File: src/rtl/countdown_pkg.sv
// Shared types and defaults for the loadable countdown timer.
package countdown_pkg;

    localparam int unsigned DefaultWidth = 4;

    typedef enum logic [0:0] {
        IDLE,
        RUN
    } state_t;

endpackage

File: src/rtl/countdown_timer.sv
// Loadable down-counter with valid/ready load, count enable, optional auto-reload,
// synchronous abort and a registered single-cycle terminal-count pulse.
module countdown_timer
    import countdown_pkg::*;
#(
    parameter int unsigned WIDTH = DefaultWidth
) (
    input  logic             clk,
    input  logic             reset_n,
    input  logic             load_valid,
    output logic             load_ready,
    input  logic [WIDTH-1:0] load_value,
    input  logic             en,
    input  logic             auto_reload,
    input  logic             abort,
    output logic [WIDTH-1:0] count,
    output logic             busy,
    output logic             tc
);

    localparam logic [WIDTH-1:0] CountOne = WIDTH'(1);

    state_t           state_q;
    logic [WIDTH-1:0] count_q;
    logic [WIDTH-1:0] reload_q;
    logic             tc_q;

    always_ff @(posedge clk or negedge reset_n) begin
        if (!reset_n) begin
            state_q  <= IDLE;
            count_q  <= '0;
            reload_q <= '0;
            tc_q     <= 1'b0;
        end else begin
            tc_q <= 1'b0;
            if (abort) begin
                // Abort wins over a same-edge load or terminal edge.
                state_q <= IDLE;
                count_q <= '0;
            end else begin
                case (state_q)
                    IDLE: begin
                        if (load_valid && load_ready) begin
                            count_q  <= load_value;
                            reload_q <= load_value;
                            if (load_value != '0) begin
                                state_q <= RUN;
                            end else begin
                                tc_q <= 1'b1;
                            end
                        end
                    end
                    RUN: begin
                        if (en) begin
                            // Terminal edge is at 1, so RUN never decrements through 0.
                            if (count_q == CountOne) begin
                                tc_q <= 1'b1;
                                if (auto_reload) begin
                                    count_q <= reload_q;
                                end else begin
                                    count_q <= '0;
                                    state_q <= IDLE;
                                end
                            end else begin
                                count_q <= count_q - CountOne;
                            end
                        end
                    end
                    default: begin
                        state_q <= IDLE;
                        count_q <= '0;
                    end
                endcase
            end
        end
    end

    assign count      = count_q;
    assign tc         = tc_q;
    assign busy       = (state_q == RUN);
    assign load_ready = (state_q == IDLE);

endmodule

File: config.mk
export PLATFORM = sky130hd
export DESIGN_NAME = countdown_timer
export DESIGN_NICKNAME = d
export VERILOG_FILES = /design/src/rtl/countdown_pkg.sv /design/src/rtl/countdown_timer.sv
export SDC_FILE = /design/constraint.sdc
export NUM_CORES = 1
export LEC_CHECK = 0
export ABC_AREA = 1
export CAP_MARGIN = 0
export CORE_MARGIN = 8
export CORE_UTILIZATION = 36
export DETAILED_ROUTE_END_ITERATION = 10
export HOLD_SLACK_MARGIN = 0.1
export SYNTH_ARGS = -nofsm -noshare
export SYNTH_HDL_FRONTEND = slang
export SYNTH_SLANG_ARGS = --single-unit
File: constraint.sdc
create_clock -name clk -period 1.1 [get_ports clk]
set_input_delay 0.22 -clock clk [delete_from_list [all_inputs] [get_ports clk]]
set_output_delay 0.22 -clock clk [all_outputs]
set_load 0.05 [all_outputs]
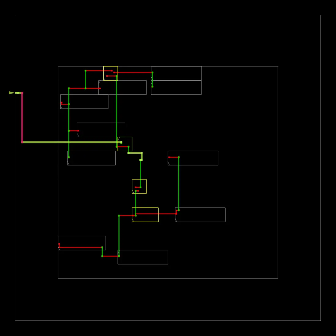
Run 1: clock nets
Latency at later pin: 0.27 ns
clk sinks: 10

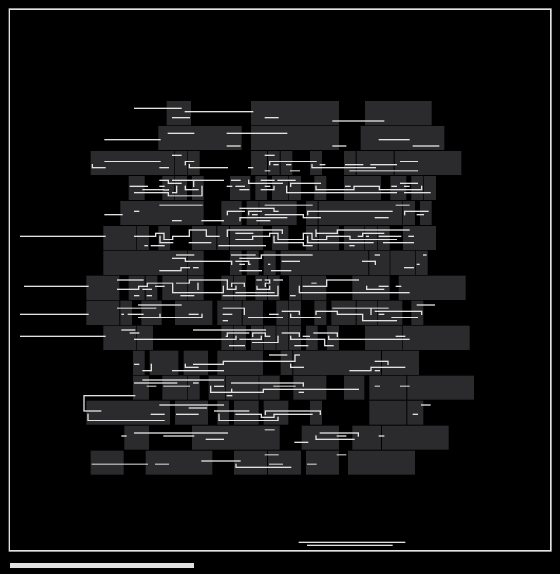
Run 1: metal 1
The bar under the picture is 20 um long. Cells faint in the background.
share of all routed wire	43%
nets with wire on the layer	134
wire length on this layer	774 um
final wirelength: 1790 um
met1 Usage GRT: 13.3%

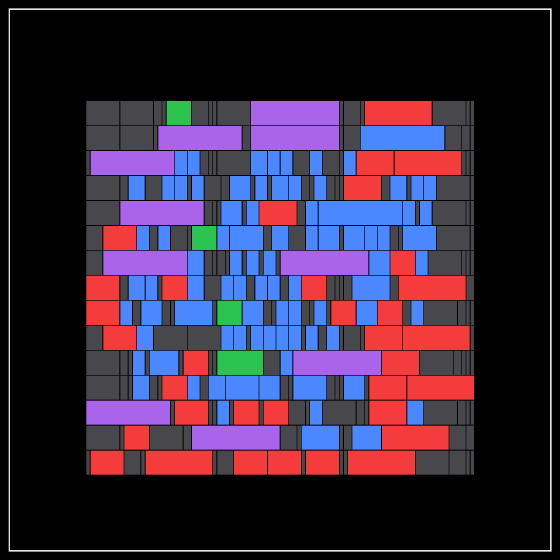
Run 1: placement by cell class
Fill, decap, tap and diode cells in grey.
colour	class	cells	share of their area
purple	registers	10	22%
green	clock drivers and dummy loads	4	3.1%
red	remaining buffers and delay cells	34	35%
blue	remaining logic cells	85	40%

-- run 1: what timing repair did --
item | 4_1_cts | 5_1_grt
buffers inserted | 5 | 1
resized | 9 | 3
hold buffers | 0 | 0
pin swaps | 3 | 1
endpoints found under the hold margin | 0 | 0
setup endpoints to repair | 12 | 12
-- run 1: Yosys cell counts (all sizes together) --
cell type  instances  area [sq um]
o21ai              2          10.0
nor2              12          55.1
buf                1          11.3
a21oi              2          13.8
nand2             35           139
dfrtp             10           250
inv               15          56.3
nand3             13          75.1
ha                 2          25.0
nand4              4          25.0
-- run 1: where the power goes --
group	internal, W	total, W	switching, W	leakage [nW]
combinational	0.000368	0.000736	0.000367	0.448
clock	0.000201	0.000329	0.000128	0.0210
sequential	0.000421	0.000467	0.0000454	0.121
total	0.000991	0.00153	0.000540	0.591
-- run 1: layout make-up --
class / instances / area share (%)
repair buffers: 34 / 34.0
inverters: 15 / 5.58
clock buffers: 4 / 3.06
well taps: 25 / 2.63
flip-flops and latches: 10 / 21.6
multi-input cells: 70 / 33.1
-- run 1: metal layers --
| metal | up-vias | GRT usage [%] | routed length, um |
|---|---|---|---|
| met5 | - | 0 | 0 |
| met4 | 0 | 5.12 | 9 |
| met3 | 2 | 2.39 | 64 |
| met2 | 14 | 20.7 | 945 |
| met1 | 331 | 13.3 | 774 |
| li1 | 377 | - | - |
-- run 1: state kept, by name, summed over array words and instances, names as in the netlist --
name and cells:
count 4, busy 1, reload_q 4, tc 1
-- run 1: cells by family (layout without fill, tap and decap cells) --
group | Yosys count | in the layout
simple gates | 64 | 64
buf+inv | 16 | 53
flops | 10 | 10
compound gates | 4 | 4
fa+ha+maj | 2 | 2
-- run 1: through the flow --
step / instances / instance area, sq um
floorplan: 96 / 712
global placement: 148 / 1050
detailed placement: 148 / 1050
CTS: 157 / 1170
global route: 158 / 1190
finish: 158 / 1190
-- run 1: worst max-delay path by stage --
stage | from | endpoint | slack [ns] | depth (start not counted)
floorplan | count[0] | count[1] | -0.15 | 7
global placement | auto_reload | count[3] | -0.17 | 9
detailed placement | auto_reload | count[3] | -0.16 | 9
CTS | count[1] | busy | -0.09 | 7
global route | count[2] | count[0] | -0.17 | 7
finish | count[1] | count[1] | -0.09 | 2
==> flow_metrics.py, run 1 <==
# Auto-generated metrics
metrics = {
    "clocking": {
        "cts_buffer_depth": 2,
    },
    "layout": {
        "antenna_cells": 0,
        "final_nets": 146,
        "flop_area_sq_um": 256,
        "combGateArea_sq_um": 393,
        "layout-drive-gt1-share_pct": 40.6,
        "layout_top_cells": "nand2_1 (31), buf_4 (10)",
    },
    "global_route": {
        "grt_max_degree": 11,
        "grt_pass1_wl_um": 3190,
        "grt.total_usage_pct": 11.8,
    },
    "placement": {
        "post-place-ws_ns": -0.163,
        "gp_congestion": 0.791,
        "dp_hpwl_um": 1340,
    },
    "routing": {
        "drtAntennaViolNets": 0,
        "vias": 724,
        "drtIter0Drc": 16,
    },
    "synthesis": {
        "ys_cells": 96,
        "synthMuxAreaShare_pct": 0,
        "logic_family": "simple AND/OR/NAND/NOR gates",
        "yosysWarnings": 0,
        "xor_area_share_pct": 0,
    },
    "sta": {
        "fin_skew_ns": 0.00764,
        "finalHoldViolations": 0,
        "setup_violations": 12,
        "setup_slack_ns": -0.0926,
    },
    "power_and_ir_drop": {
        "powerDensity_nw_per_um2": 1290,
        "p_total_w": 0.00153,
        "power_leakage_nw": 0.591,
        "ir_drop_mv": 0.605,
    },
    "floorplanning": {
        "coreArea_sq_um": 1730,
        "die-area_sq_um": 3460,
        "io_pins": 17,
        "die-height_um": 58.8,
        "num_rows": 15,
    },
    "run_status": {
        "status": "finished, violations left",
        "violations": "negative setup slack",
    },
    "job": {
        "warnings": 30,
        "drv_cap": 0,
    },
    "critical_path": {
        "max_stage_delay_ns": 0.43,
        "path_max_fanout": 3,
        "critPathBufInv": 2,
        "cp_top_family": "flip-flops",
        "rr_endpoint": "busy",
    },
}
Run 1, routed metal, one colour a layer:
The bar under the picture is 20 um long. Two of the layers only.
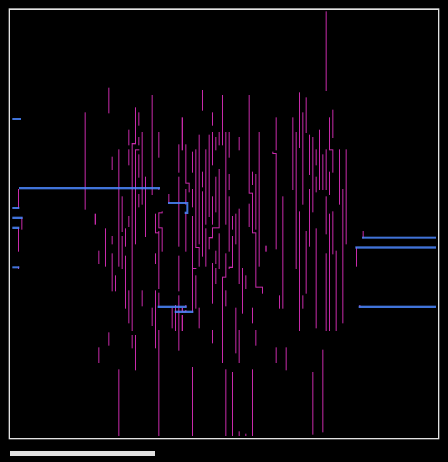

==> run 2, diff against run 1 <==
--- a/constraint.sdc
+++ b/constraint.sdc
@@ -3,2 +3,2 @@
 set_output_delay 0.22 -clock clk [all_outputs]
-set_load 0.05 [all_outputs]
+set_load 0.005 [all_outputs]
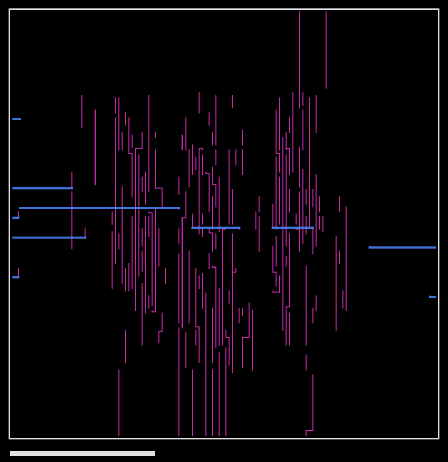
Run 2: routed metal, one colour a layer
The bar under the picture is 20 um long. Two of the layers only.
colour	layer	wire length
blue	M3	63.7 um
magenta	M2	922 um
GRT Total Usage: 11.2%
WL/cell: 11.3 um
Vias: 718

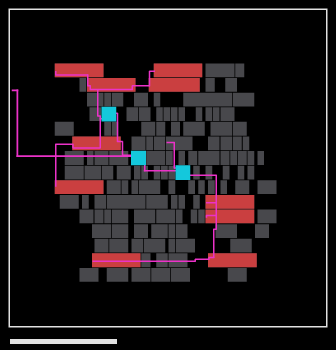
Run 2: routed clock nets over the placement
The bar under the picture is 20 um long.
[red] flip-flops | count: 10
[cyan] clock-net drivers | count: 3
[magenta] clock wires | length: 169 um
routed clock nets	4
Setup Skew: 0.00100 ns
Clk pwr share: 25.2%
Latency at later pin: 0.26 ns
Clock net power: 0.000338 W

==> run 2 against run 1 <==
  * The flow still finishes with violations (negative setup slack)
  * Via count decreased by 0.83%
  * Highest routed layer unchanged
  * Wire length unchanged
  * Core utilization decreased by 3.2 points
==> flow_metrics.py, run 2 <==
# Auto-generated metrics
metrics = {
    "run_status": {
        "status": "finished, violations left",
        "violations": "negative setup slack",
    },
    "global_route": {
        "grt_pass1_wl_um": 3020,
        "grt_max_degree": 12,
    },
    "critical_path": {
        "max_stage_delay_ns": 0.41,
        "rr_endpoint": "count[3]",
    },
    "power_and_ir_drop": {
        "power.internal_w": 0.000892,
        "powerDensity_nw_per_um2": 1180,
        "pwr-share-seq_pct": 33.4,
        "power_frac_comb_pct": 41.3,
        "power_leakage_nw": 0.568,
        "p_total_w": 0.00134,
    },
    "layout": {
        "finalNonFillerCells": 159,
        "layout_top_cells": "nand2_1 (26), buf_4 (13)",
    },
    "placement": {
        "gp_congestion": 0.791,
        "dp.cells": 151,
    },
    "routing": {
        "drtAntennaViolNets": 0,
    },
    "sta": {
        "setup_violations": 7,
        "finalHoldViolations": 0,
        "setup_slack_ns": -0.124,
    },
    "synthesis": {
        "ys_cells": 96,
        "synth_top_area_share_pct": 37.9,
        "ys_top_cells_by_area": "dfrtp_1 (38%), nand2_1 (18%), nand3_1 (8.3%), inv_1 (6.3%), nor2_1 (5.7%)",
        "top_area_cell": "dfrtp_1",
        "ys_top_cells_by_count": "nand2_1 (32), inv_1 (11), nand3_1 (11), dfrtp_1 (10), nor2_1 (10)",
    },
    "clocking": {
        "ctsHoldBuffers": 0,
    },
}
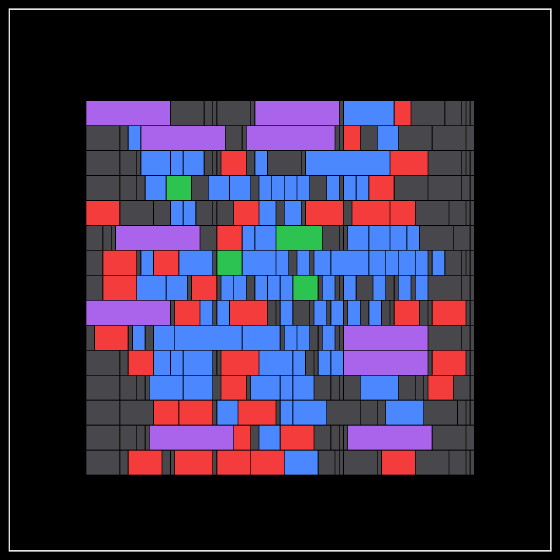
Run 2: placement by cell class
Fill, decap, tap and diode cells in grey.
colour	class	cells	share of their area
blue	remaining logic cells	85	46%
green	clock drivers and dummy loads	4	3.3%
red	remaining buffers and delay cells	35	28%
purple	registers	10	23%
flop share of the area: 22.2%
Final Util: 65.6%
finished layout cell area: 1130 sq um
FP Rows: 15
core area: 1730 sq um

-- run 2: cell counts after synthesis --
No cell type changed its count.
-- run 2: power by group through the flow --
stage | logic, W | registers (W) | clock network, W
after detailed placement | 0.000451 | 0.000455 | 0
final | 0.000554 | 0.000448 | 0.000338
after floorplan | 0.000216 | 0.000471 | 0
after global placement | 0.000448 | 0.000455 | 0
after global routing | 0.000607 | 0.000454 | 0.000362
after CTS | 0.000518 | 0.000443 | 0.000352
-- run 2: layout make-up --
type                            count  area, sq um  area share, %
Timing Repair Buffer               35          312           27.5
Clock buffer                        4         36.3           3.20
Sequential cell                    10          251           22.2
Inverter                           15         66.3           5.86
Tap cell                           25         31.3           2.76
Multi-Input combinational cell     70          435           38.5
-- run 2: worst max-delay path by stage --
stage / start / endpoint / slack (ns) / depth (start not counted)
final: count[0] / count[3] / -0.12 / 9
after global routing: busy / count[0] / -0.18 / 8
after global placement: en / count[0] / -0.17 / 7
after CTS: count[1] / busy / -0.11 / 8
after floorplan: count[0] / count[1] / -0.006 / 7
after detailed placement: en / count[1] / -0.18 / 7
-- run 2: per-layer routing --
| layer | vias up | track usage (%) |
|---|---|---|
| met5 | - | 0 |
| met4 | 0 | 4.10 |
| met3 | 2 | 3.04 |
| met2 | 11 | 19.2 |
| met1 | 326 | 12.8 |
| li1 | 379 | - |
-- run 2: cell families after synthesis --
group / Yosys count / synth area share (%)
fa+ha+maj: 2 / 3.79
flops: 10 / 37.9
simple gates: 64 / 44.5
compound gates: 4 / 3.60
buf+inv: 16 / 10.2
-- run 2: repair_timing --
action                     CTS  global route
hold endpoints to repair     0             0
setup buffers                4             0
pin swaps                   11            11
setup endpoints to repair   13            14
resized                     33            20
-- run 2: through the flow --
step	cell area, sq um	util [%]	setup slack, ns
after CTS	1090	63.0	-0.108
final	1130	65.6	-0.124
after global placement	966	55.9	-0.174
after detailed placement	966	55.9	-0.179
after floorplan	673	-	-0.00552
after global routing	1130	65.6	-0.181
-- run 2: critical path, delay by kind of cell, from the launching register on --
kind	cells	cell delay [ns]
buf+inv	3	0.30
fa+ha+maj	1	0.18
simple gates	5	0.23
flops	1	0.41
Power and IR drop assume default switching activity.
